==> src/rtl/room_controller.sv <==
// Room sequencer: detects screen-edge exits, fades to black,
// swaps the active room and repositions the player.
module room_controller #(
    parameter int FADE_FRAMES = 2,
    parameter int EDGE        = 8
) (
    input  logic       clk_vga,
    input  logic       rst,
    input  logic       frame_start,
    input  logic [9:0] playerX,
    input  logic [8:0] playerY,
    input  logic [7:0] room0Data,
    input  logic [7:0] room1Data,
    input  logic [7:0] room2Data,
    input  logic [7:0] room3Data,
    output logic [7:0] mapData,
    output logic [7:0] wall,
    output logic [1:0] room,
    output logic       player_load,
    output logic [9:0] load_X,
    output logic [8:0] load_Y,
    output logic       busy
);

    localparam int CW = $clog2(FADE_FRAMES + 1);

    localparam logic [8:0] Y_TOP   = 9'(EDGE);
    localparam logic [8:0] Y_BOT   = 9'(480 - EDGE);
    localparam logic [9:0] X_LEFT  = 10'(EDGE);
    localparam logic [9:0] X_RIGHT = 10'(640 - EDGE);

    localparam logic [CW-1:0] CNT_LAST = CW'(FADE_FRAMES - 1);
    localparam logic [CW-1:0] CNT_MAX  = CW'(FADE_FRAMES);

    typedef enum logic [1:0] {
        PLAY     = 2'd0,
        FADE_OUT = 2'd1,
        SWITCH   = 2'd2,
        FADE_IN  = 2'd3
    } state_t;

    typedef enum logic [1:0] {
        DIR_UP    = 2'd0,
        DIR_DOWN  = 2'd1,
        DIR_LEFT  = 2'd2,
        DIR_RIGHT = 2'd3
    } dir_t;

    state_t        state;
    state_t        nextState;
    logic [CW-1:0] fadeCnt;
    logic [1:0]    targetRoom;
    dir_t          targetDir;

    logic          exitHit;
    dir_t          exitDir;
    logic          nbValid;
    logic [1:0]    nbRoom;
    logic          startFade;
    logic          enterSwitch;
    logic [7:0]    roomSel;

    // Edge-zone decode; the first matching zone in priority order wins
    always_comb begin
        exitHit = 1'b1;
        exitDir = DIR_UP;
        priority case (1'b1)
            (playerY < Y_TOP):    exitDir = DIR_UP;
            (playerY >= Y_BOT):   exitDir = DIR_DOWN;
            (playerX < X_LEFT):   exitDir = DIR_LEFT;
            (playerX >= X_RIGHT): exitDir = DIR_RIGHT;
            default:              exitHit = 1'b0;
        endcase
    end

    // Fixed map topology: which room lies beyond each exit
    always_comb begin
        nbValid = 1'b0;
        nbRoom  = room;
        case ({room, exitDir})
            {2'd0, DIR_UP}: begin
                nbValid = 1'b1;
                nbRoom  = 2'd1;
            end
            {2'd1, DIR_DOWN}: begin
                nbValid = 1'b1;
                nbRoom  = 2'd0;
            end
            {2'd1, DIR_UP}: begin
                nbValid = 1'b1;
                nbRoom  = 2'd2;
            end
            {2'd2, DIR_DOWN}: begin
                nbValid = 1'b1;
                nbRoom  = 2'd1;
            end
            {2'd2, DIR_RIGHT}: begin
                nbValid = 1'b1;
                nbRoom  = 2'd3;
            end
            {2'd3, DIR_LEFT}: begin
                nbValid = 1'b1;
                nbRoom  = 2'd2;
            end
            default: begin
                nbValid = 1'b0;
                nbRoom  = room;
            end
        endcase
    end

    assign startFade   = (state == PLAY) && frame_start
                         && exitHit && nbValid;
    assign enterSwitch = (state == FADE_OUT) && frame_start
                         && (fadeCnt == CNT_LAST);

    // State register
    always_ff @(posedge clk_vga or posedge rst) begin
        if (rst) state <= PLAY;
        else     state <= nextState;
    end

    // Next-state logic; a pulse that ends FADE_OUT is not seen by FADE_IN
    always_comb begin
        nextState = state;
        unique case (state)
            PLAY:     if (startFade)   nextState = FADE_OUT;
            FADE_OUT: if (enterSwitch) nextState = SWITCH;
            SWITCH:                    nextState = FADE_IN;
            FADE_IN:  if (frame_start) nextState = PLAY;
            default:                   nextState = PLAY;
        endcase
    end

    // Outputs decoded from state alone
    always_comb begin
        busy = (state != PLAY);
    end

    // Fade counter: clears on fade start, saturates instead of wrapping
    always_ff @(posedge clk_vga or posedge rst) begin
        if (rst) begin
            fadeCnt <= '0;
        end else if (startFade) begin
            fadeCnt <= '0;
        end else if (state == FADE_OUT && frame_start
                     && fadeCnt != CNT_MAX) begin
            fadeCnt <= fadeCnt + 1'b1;
        end
    end

    // Latch destination when a transition is committed
    always_ff @(posedge clk_vga or posedge rst) begin
        if (rst) begin
            targetRoom <= 2'd0;
            targetDir  <= DIR_UP;
        end else if (startFade) begin
            targetRoom <= nbRoom;
            targetDir  <= exitDir;
        end
    end

    // Room swap and player reposition land together in the SWITCH cycle
    always_ff @(posedge clk_vga or posedge rst) begin
        if (rst) begin
            room        <= 2'd0;
            player_load <= 1'b0;
            load_X      <= '0;
            load_Y      <= '0;
        end else begin
            player_load <= enterSwitch;
            if (enterSwitch) begin
                room <= targetRoom;
                unique case (targetDir)
                    DIR_UP: begin
                        load_X <= playerX;
                        load_Y <= 9'd432;
                    end
                    DIR_DOWN: begin
                        load_X <= playerX;
                        load_Y <= 9'd48;
                    end
                    DIR_LEFT: begin
                        load_X <= 10'd592;
                        load_Y <= playerY;
                    end
                    DIR_RIGHT: begin
                        load_X <= 10'd48;
                        load_Y <= playerY;
                    end
                    default: begin
                        load_X <= playerX;
                        load_Y <= playerY;
                    end
                endcase
            end
        end
    end

    // Active room's renderer colour
    always_comb begin
        roomSel = room0Data;
        unique case (room)
            2'd0:    roomSel = room0Data;
            2'd1:    roomSel = room1Data;
            2'd2:    roomSel = room2Data;
            2'd3:    roomSel = room3Data;
            default: roomSel = room0Data;
        endcase
    end

    // Pixel register; black whenever the coming state is not PLAY
    always_ff @(posedge clk_vga or posedge rst) begin
        if (rst)                    mapData <= 8'h00;
        else if (nextState == PLAY) mapData <= roomSel;
        else                        mapData <= 8'h00;
    end

    // Per-room wall palette
    always_comb begin
        wall = 8'hFC;
        unique case (room)
            2'd0:    wall = 8'hFC;
            2'd1:    wall = 8'h00;
            2'd2:    wall = 8'h1F;
            2'd3:    wall = 8'hE0;
            default: wall = 8'hFC;
        endcase
    end

endmodule

==> config.mk <==
export PLATFORM = sky130hd
export DESIGN_NAME = room_controller
export DESIGN_NICKNAME = d
export VERILOG_FILES = /design/src/rtl/room_controller.sv
export SDC_FILE = /design/constraint.sdc
export NUM_CORES = 1
export LEC_CHECK = 0
export CAP_MARGIN = 10
export CELL_PAD_IN_SITES_DETAIL_PLACEMENT = 0
export CELL_PAD_IN_SITES_GLOBAL_PLACEMENT = 1
export CORE_AREA = 5 5 89 91
export DETAILED_ROUTE_END_ITERATION = 8
export DIE_AREA = 0 0 94 96
export PLACE_DENSITY_LB_ADDON = 0.1
export REMOVE_ABC_BUFFERS = 1
export SYNTH_ARGS = -nofsm -noshare
export SYNTH_HDL_FRONTEND = slang
export SYNTH_SLANG_ARGS = --single-unit
export TNS_END_PERCENT = 20
==> constraint.sdc <==
create_clock -name clk_vga -period 2.6 [get_ports clk_vga]
set_clock_uncertainty 0.2 [all_clocks]
set_input_delay 0.52 -clock clk_vga [delete_from_list [all_inputs] [get_ports clk_vga]]
set_output_delay 0.52 -clock clk_vga [all_outputs]
set_load 0.03 [all_outputs]
Fig. 1: run 1, met1 routing
Bar = 20 um. Supply wires on this layer in grey.
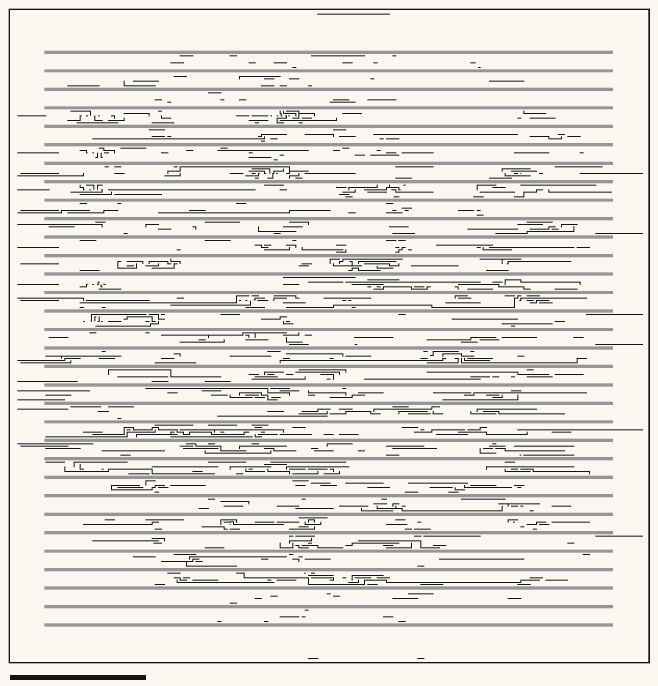
The layer carries 2630 um of wire. 358 nets have wire on it.
drt total wl: 6235 um
vias: 2051

Fig. 2: run 1, M2 wires
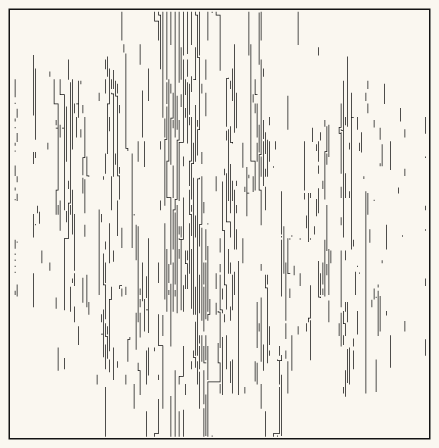
The layer holds 49% of the routed length. The longest straight run is 45.2 um. 334 nets have wire on it. The wires run mostly vertical.

Fig. 3: run 1, met3 routing
Bar = 20 um.
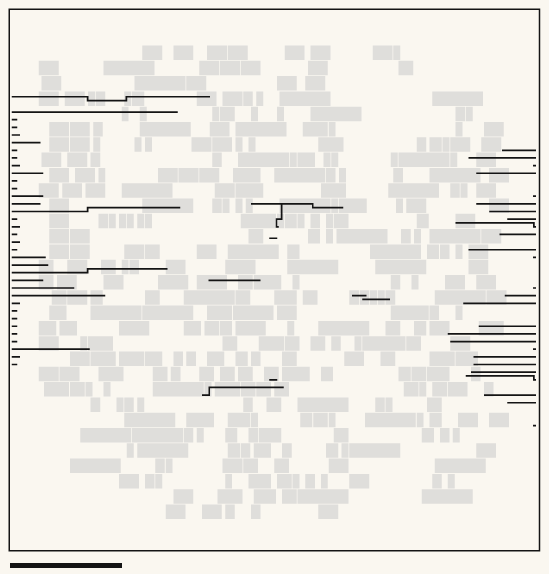
The longest straight run is 29.2 um. The layer holds 7.7% of the routed length. The layer carries 478 um of wire. 65 nets have wire on it. The wires run mostly horizontal.

==> metrics.yaml, run 1 <==
timing:
  tightest_slew_ns: 0.6879
  period_used_pct: 99.53
  drv_slew: 0
  rsz0062_at_grt: "true"
power_and_ir_drop:
  p_seq_share_pct: 27.5
  power.leakage_nw: 1.539
  p_per_area_nw_per_um2: 1134
  vdd_ir_drop_max_v: 0.0008870
  sw_frac_of_total_pct: 45.92
  p_sw_mw: 1.772
clock_tree:
  cts_tree: "built"
  h-tree-depth: 2
  clock_path_buffers: 2
  cts-resized-gates: 45
  hold_buffers: 0
  post_cts_buffers: 4
  numCtsBuffers: 5
job:
  cap_violations: 0
  warnings: 32
critical_path:
  crit_fanout: 6
  worstPathCellList: "buf_6 > or4_4 > or3_4 > o211ai_1 > a211oi_2 > a211oi_4 > buf_6 > mux2_4"
  start_kind: "input port"
  cp_data_arrival_time_ns: 2.56
  crit_top_cell: "buf_6"
  crit_buf_inv: 2
  slowest_delay_ns: 0.52
  crit_slowest_cell: "or4_4"
  cp.depth: 8
  crit_type: "in2reg"
place:
  dp.cells: 427
  place_area_um2: 3183
  gp_congestion: 0.7732
  post-place-ws_ns: -0.7346
  dp_hpwl_um: 4511
routing:
  first_pass_iters: 4
  drc: 0
  drt_iter0_markers: 51
yosys:
  ys_ff: 38
  synth.distinct_cells: 37
  flop_cell: "dfrtp_1"
  yosys_warnings: 0
  yosysTopAreaCell: "dfrtp_1"
  synth.most_common_cell: "nand2_1"
  fa_ha_area_share_pct: 4.313
  synth_top_area_share_pct: 46.83
  ys_sh_xor_pct: 0.4313
  ys_seq_share_pct: 46.83
  edf_count: 0
cells_and_area:
  regArea_um2: 950.9
  inv_count: 8
  comb_cells: 162
  comb_area_um2: 1044
  final_util_pct: 48.21
  largestClassByArea: "buffers"
  clock_area_share_pct: 2.794
  nonClkBufAreaFrac_pct: 34.08
floorplan:
  die_x_um: 94
  ioPinCount: 93
  num_rows: 31
global_routing:
  grt_pass1_wl_um: 9722
  grt_overflow: 0
outcome:
  run_status: "complete, no violations"
min_path:
  hold_class: "reg2reg"
[run 1: power by group through the flow]
stage | Combinational, mW | Sequential, mW | Clock (mW)
finish | 2.37 | 1.06 | 0.428
global route | 2.57 | 1.11 | 0.473
CTS | 2.38 | 1.06 | 0.448
detailed placement | 2.36 | 1.07 | 0
global placement | 2.36 | 1.07 | 0
floorplan | 0.966 | 1.45 | 0
[run 1: final timing paths]
check / slack (ns) / endpoint / start
setup / recovery: 0.01 / targetRoom[1] / playerY[7]
hold / removal: 0.28 / load_Y[1] / load_Y[1]
setup reg to reg: 0.29 / targetRoom[1] / room[1]
hold reg to reg: 0.28 / load_Y[1] / load_Y[1]
max in group asynchronous: 1.40 / load_Y[6] / rst
min in group asynchronous: 0.44 / load_Y[1] / rst
[run 1: layout by cell type, fill, tap and decap left out, types with 2 or more instances in the layout]
master           instances
clkdlybuf4s50_1         75
nand2_1                 47
dfrtp_1                 38
buf_4                   36
o21ai_0                 32
nor2_1                  16
inv_1                    8
a222oi_1                 8
nand2b_1                 7
ha_1                     7
clkbuf_8                 6
nor2b_1                  5
mux2_4                   4
buf_6                    4
nor3_1                   3
buf_2                    3
dlymetal6s2s_1           3
dlygate4sd2_1            3
o31ai_1                  2
or2_2                    2
or4_4                    2
a21oi_1                  2
nor2_2                   2
a211oi_2                 2
and3_1                   2
a22o_1                   2
[run 1: registers in the layout, summed over array words and instances (netlist names)]
name and flops:
fadeCnt 2, load_X 10, load_Y 9, mapData 8
player_load 1, room 2, state 2, targetDir 2
targetRoom 2
[run 1: per-layer routing]
metal	global-route usage [%]	vias up	wire length, um
met5	0	-	0
met4	3.971	0	57
met3	4.926	4	478
met2	23.48	73	3069
met1	16.59	970	2629
li1	-	1004	-
## Run 2: what changed since run 1
- GPL_ROUTABILITY_DRIVEN: unset -> 0
Fig. 4: run 2, met1 routing
Bar = 20 um. Supply wires on this layer in grey.
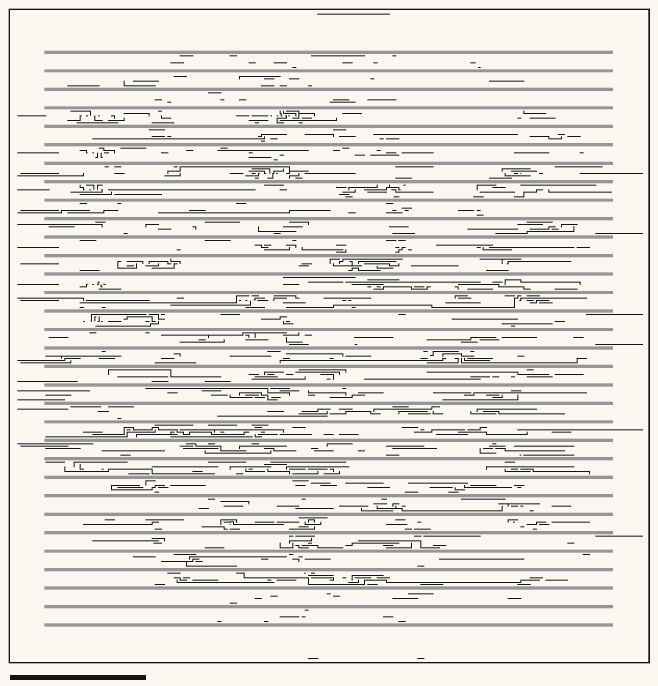
The wires run mostly horizontal. The longest straight run is 25.3 um.

Fig. 5: run 2, selected gate families
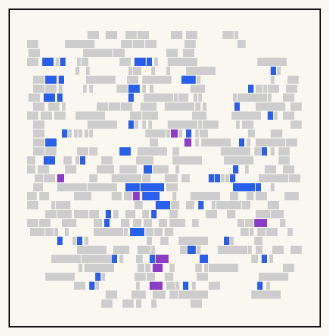
Key: aoi and oai cells = blue [cells 52, most used o21ai_0]; and/or cells = purple [cells 8]

Fig. 6: run 2, M2 wires
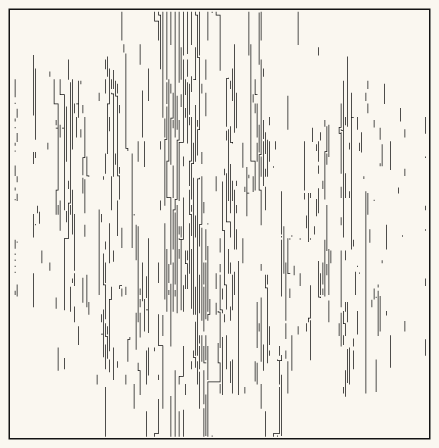
The layer carries 3070 um of wire. 334 nets have wire on it. The layer holds 49% of the routed length. The wires run mostly vertical.

==> run 2 against run 1 <==
  * Design area stayed put
  * Cell count stayed put
  * Utilization unchanged
  * Critical path type unchanged
==> metrics.yaml, run 2 <==
job:
  warnings: 32  # unchanged
  cap_violations: 0  # unchanged
place:
  dp_hpwl_um: 4511  # unchanged
  dp.cells: 427  # unchanged
outcome:
  run_status: "complete, no violations"
cells_and_area:
  inv_count: 8  # unchanged
  comb_area_um2: 1044  # unchanged
  largestClassByArea: "buffers"
  most-common-layout-cells: "75 x clkdlybuf4s50_1, 47 x nand2_1, 38 x dfrtp_1"
  largest-register: "load_X"
  regArea_um2: 950.9  # unchanged
  layout_top_cell: "clkdlybuf4s50_1"
  comb_cells: 162  # unchanged
power_and_ir_drop:
  clock_net_power_uw: 428  # about the same
  power_leader: "combinational logic"
  pg_comb_mw: 2.37  # about the same
  p_sw_mw: 1.772  # unchanged
yosys:
  yosysTopAreaCell: "dfrtp_1"
  ys_seq_share_pct: 46.83  # unchanged
  ys_ff: 38  # unchanged
  fa_ha_area_share_pct: 4.313  # unchanged
  yosys_warnings: 0  # unchanged
  ys_sh_xor_pct: 0.4313  # unchanged
routing:
  drc: 0  # unchanged
  vias: 2051  # unchanged
global_routing:
  grt_pass1_wl_um: 9722  # unchanged
  grt_overflow: 0  # unchanged
clock_tree:
  cts_tree: "built"
  numCtsBuffers: 5  # unchanged
min_path:
  hold_class: "reg2reg"
critical_path:
  worstPathCellList: "buf_6 > or4_4 > or3_4 > o211ai_1 > a211oi_2 > a211oi_4 > buf_6 > mux2_4"
  slowest_delay_ns: 0.52  # about the same
  crit_type: "in2reg"
  crit_fanout: 6  # unchanged
floorplan:
  die_x_um: 94  # unchanged
timing:
  tightest_slew_ns: 0.6879  # unchanged
  drv_slew: 0  # unchanged
-- run 2: metal layers --
metal / wire, um / global-route usage, %
met2: 3069 / 23.48
met4: 57 / 3.971
met1: 2629 / 16.59
met5: 0 / 0
met3: 478 / 4.926
-- run 2: final timing paths --
check	startpoint	endpoint	slack (ns)	cells after the start
min reg2reg	load_Y[1]	load_Y[1]	0.28	2
max in group asynchronous	rst	load_Y[6]	1.40	3
min	load_Y[1]	load_Y[1]	0.28	2
max	playerY[7]	targetRoom[1]	0.01	8
min in group asynchronous	rst	load_Y[1]	0.44	3
max reg2reg	room[1]	targetRoom[1]	0.29	8
-- run 2: cells by family (layout without fill, tap and decap cells) --
| group | after synthesis | in the layout |
|---|---|---|
| XOR/XNOR | 1 | 1 |
| AND/OR/NAND/NOR | 91 | 91 |
| buffers and inverters | 27 | 142 |
| multiplexers | 5 | 5 |
| AND-OR/OR-AND | 58 | 58 |
| adder cells (fa/ha/maj) | 7 | 7 |
| flip-flops | 38 | 38 |
-- run 2: timing repair --
item	in CTS	in global routing
gates cloned	0	0
resized	45	13
pin swaps	13	9
hold buffers	0	0
buffers inserted	4	2
endpoints found under the setup margin	18	15
-- run 2: worst reg2reg max path, stage by stage (launching register included) --
cell and delay (ns):
dfrtp_1 0.45, inv_1 0.14, ha_1 0.41, buf_4 0.23, nor2_1 0.05, o21ai_0 0.14, a21oi_1 0.06, a211o_1 0.28
mux2_4 0.26
-- run 2: through the flow --
step	util, %	TNS, ns	area (um^2)
after global routing	48.21	-0.1313	3403
after detailed placement	45.09	-9.647	3183
after CTS	47.32	-0.2008	3341
after floorplan	-	-2.483	1936
after global placement	45.09	-9.350	3183
final	48.21	0	3403
No activity file was given, so power comes from the tool's default toggle rates.
